`src/rtl/signal_extender_sync.sv`:
```
// Pulse extender: a multi-flop synchronizer feeds a rising-edge detector, which (re)loads a
// down-counter; pulse_out is registered high while the counter is nonzero.
module signal_extender_sync #(
    parameter int unsigned SYNC_STAGES   = 2,
    parameter int unsigned EXTEND_CYCLES = 4
) (
    input  logic clk,
    input  logic rst,
    input  logic pulse_in,
    output logic pulse_out
);

    localparam int unsigned CntW = $clog2(EXTEND_CYCLES + 1);

    logic [SYNC_STAGES-1:0] sync_q, sync_d;
    logic                   hist_q, hist_d;
    logic [CntW-1:0]        cnt_q, cnt_d;
    logic                   pulse_out_q, pulse_out_d;
    logic                   rise;

    always_comb begin
        // Stage 0 is the only flop that ever samples pulse_in.
        sync_d      = {sync_q[SYNC_STAGES-2:0], pulse_in};
        hist_d      = sync_q[SYNC_STAGES-1];
        rise        = sync_q[SYNC_STAGES-1] & ~hist_q;
        cnt_d       = cnt_q;
        if (rise) begin
            cnt_d = CntW'(EXTEND_CYCLES);
        end else if (cnt_q != '0) begin
            cnt_d = cnt_q - CntW'(1);
        end
        pulse_out_d = (cnt_d != '0);
    end

    always_ff @(posedge clk or posedge rst) begin
        if (rst) begin
            sync_q      <= '0;
            hist_q      <= 1'b0;
            cnt_q       <= '0;
            pulse_out_q <= 1'b0;
        end else begin
            sync_q      <= sync_d;
            hist_q      <= hist_d;
            cnt_q       <= cnt_d;
            pulse_out_q <= pulse_out_d;
        end
    end

    assign pulse_out = pulse_out_q;

endmodule

```
`config.mk`:
```
export PLATFORM = sky130hd
export DESIGN_NAME = signal_extender_sync
export DESIGN_NICKNAME = d
export VERILOG_FILES = /design/src/rtl/signal_extender_sync.sv
export SDC_FILE = /design/constraint.sdc
export NUM_CORES = 1
export LEC_CHECK = 0
export CORE_AREA = 2 2 39 41
export CTS_BUF_LIST = sky130_fd_sc_hd__clkbuf_4 sky130_fd_sc_hd__clkbuf_8
export DETAILED_ROUTE_END_ITERATION = 8
export DIE_AREA = 0 0 41 43
export PLACE_DENSITY = 0.36
export RECOVER_POWER = 100
export SETUP_SLACK_MARGIN = 0.5
export SYNTH_ARGS = -nofsm -noshare
export SYNTH_HDL_FRONTEND = slang
export SYNTH_SLANG_ARGS = --single-unit
export TNS_END_PERCENT = 1
```
`constraint.sdc`:
```
create_clock -name clk -period 2.4 [get_ports clk]
set_clock_uncertainty 0.2 [all_clocks]
set_input_delay 0.24 -clock clk [delete_from_list [all_inputs] [get_ports clk]]
set_output_delay 0.24 -clock clk [all_outputs]
set_load 0.05 [all_outputs]
```
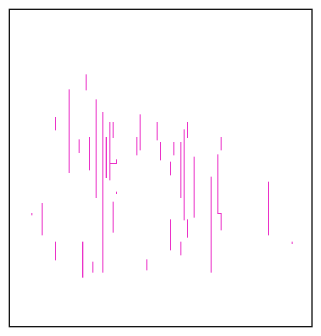
m2.png
The layer holds 43% of the routed length. The wires run mostly vertical. 29 nets have wire on it. The longest straight run is 21.8 um. The layer carries 177 um of wire.
via count: 176
total wire length: 410 um
met2 usage: 0.0906

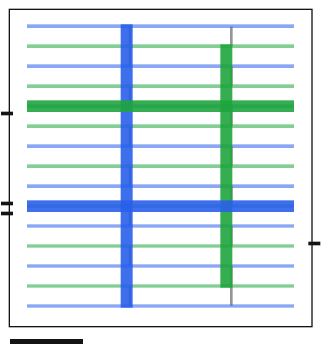
floorplan.png
Scale bar: 10 um. Pins as bars on the die edge. Tap cells in gray.
Key: blue = VSS; green = VDD
16 tap cells. 4 signal pins sit on the boundary. 2 straps on met5.

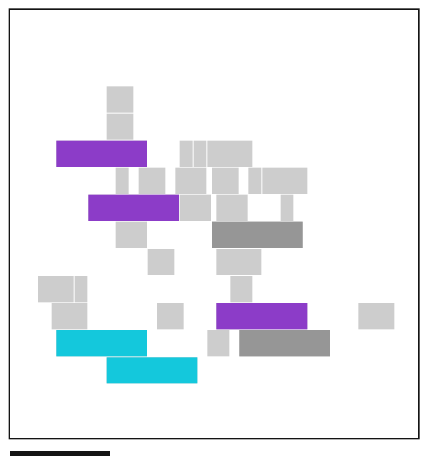
ff_map.png
Scale bar: 10 um. Other sequential cells in the stronger gray, the rest of the logic in the fainter gray.
Key: purple = `cnt_q` [flops 3]; cyan = `sync_q` [flops 2]
area used by sequential logic in the layout: 175 um^2
post-route core utilization: 0.273
Seq area share: 0.464

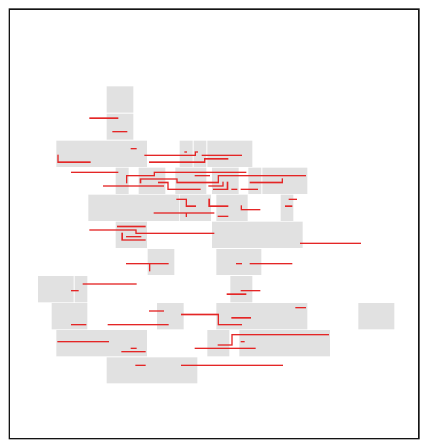
m1.png
Cells faint in the background.
30 nets have wire on it. The longest straight run is 10.1 um. The layer carries 199 um of wire. The wires run mostly horizontal.
global-route track usage on met1: 0.0858

==> out/results.tsv <==
metric	value	unit
pwr-share-comb	0.383	
globalRoute.busiestLayer	met4	
grt_max_degree	8	
place_inst	43	
timing.critical_path.cells	dlygate4sd3_1	
fp.dieH	43	um
first_global_vias	218	
max_slew.worst_pin.slew	0.492	ns
insertedDiodeCount	0	
design.portCount	4	
crit_path_top_delay_cell	dlygate4sd3_1	
drt-wirelength-per-cell	8.72	um
pwr_density_cell	1250	mW/mm^2
routed_via_density	3.74	
yosys_warnings	0	
syn_nets	30	
drt-pass1-iter-count	2	
clkTransAtPathRegs	0.05	ns
power_switching_share	0.338	
port-buffer-count	3	
openroad.warnings	28	
area_growth_syn_to_layout	26.9	%
cp_slowest_stage_delay	0.86	ns
outcome	finished, final reports clean	
hold_fix_buffers_at_cts	0	
cp-start-kind	flop	
Yosys cell counts:
cell type / number / area, um^2
a211o_1: 1 / 8.76
xor2_1: 1 / 8.76
inv_1: 5 / 18.8
dfrtp_1: 7 / 175
nand3b_1: 1 / 7.51
or3b_1: 1 / 8.76
ha_1: 3 / 37.5
nor2b_1: 1 / 6.26
and2b_2: 1 / 8.76
a211oi_1: 1 / 7.51
or2_2: 1 / 6.26
nor2_1: 1 / 3.75
final timing paths:
check	startpoint	endpoint	slack, ns	cells past startpoint
worst max-delay path	pulse_out$_DFF_PP0_	pulse_out	0.53	1
worst max register to register	cnt_q[0]$_DFF_PP0_	pulse_out$_DFF_PP0_	0.57	5
max in group asynchronous	rst	cnt_q[2]$_DFF_PP0_	1.64	2
worst min-delay path	rst	cnt_q[1]$_DFF_PP0_	0.15	2
min in group clk	sync_q[0]$_DFF_PP0_	sync_q[1]$_DFF_PP0_	0.15	0
worst min register to register	sync_q[0]$_DFF_PP0_	sync_q[1]$_DFF_PP0_	0.15	0
sequential cells by signal (all words and copies together) (netlist names):
name,cells
cnt_q,3
hist_q,1
pulse_out,1
sync_q,2
power groups by stage:
stage	clock [mW]	combinational, mW	sequential, mW
detailed placement	0	0.187	0.180
finish	0.115	0.181	0.176
floorplan	0	0.116	0.205
CTS	0.123	0.188	0.178
global route	0.130	0.211	0.183
global placement	0	0.189	0.178
logic make-up after synthesis:
| logic type | Yosys count | synth area share |
|---|---|---|
| flip-flops | 7 | 0.588 |
| buffers and inverters | 5 | 0.0630 |
| adder cells (fa/ha/maj) | 3 | 0.126 |
| AND/OR/NAND/NOR | 6 | 0.139 |
| AND-OR/OR-AND | 2 | 0.0546 |
| XOR/XNOR | 1 | 0.0294 |
area by class of cell:
class	count	share of cell area
clock buffer	4	0.0795
inverter	5	0.0497
multi-input combinational	12	0.275
sequential	7	0.464
tap	16	0.0530
timing repair buffer	3	0.0795
layer usage:
| metal | routed length (um) | vias up |
|---|---|---|
| met5 | 0 | - |
| li1 | - | 89 |
| met1 | 199 | 81 |
| met3 | 22 | 2 |
| met2 | 177 | 4 |
| met4 | 10 | 0 |
stage by stage:
stage          cell area [um^2]  utilization  power (mW)  setup slack [ns]
3_5_place_dp                348        0.251       0.367             0.577
6_report                    378        0.273       0.473             0.530
2_1_floorplan               298            -       0.321             0.655
4_1_cts                     378        0.273       0.490             0.561
5_1_grt                     378        0.273       0.523             0.433
3_3_place_gp                348        0.251       0.368             0.569
cell usage in the layout, fill, tap and decap left out, drive strengths merged:
master	netlist	routed
a211oi	1	1
dlygate4sd3	0	3
ha	3	3
xor2	1	1
or2	1	1
a211o	1	1
or3b	1	1
nor2	1	1
nor2b	1	1
and2b	1	1
nand3b	1	1
inv	5	5
clkbuf	0	4
dfrtp	7	7
No activity file was given, so power comes from the tool's default toggle rates.
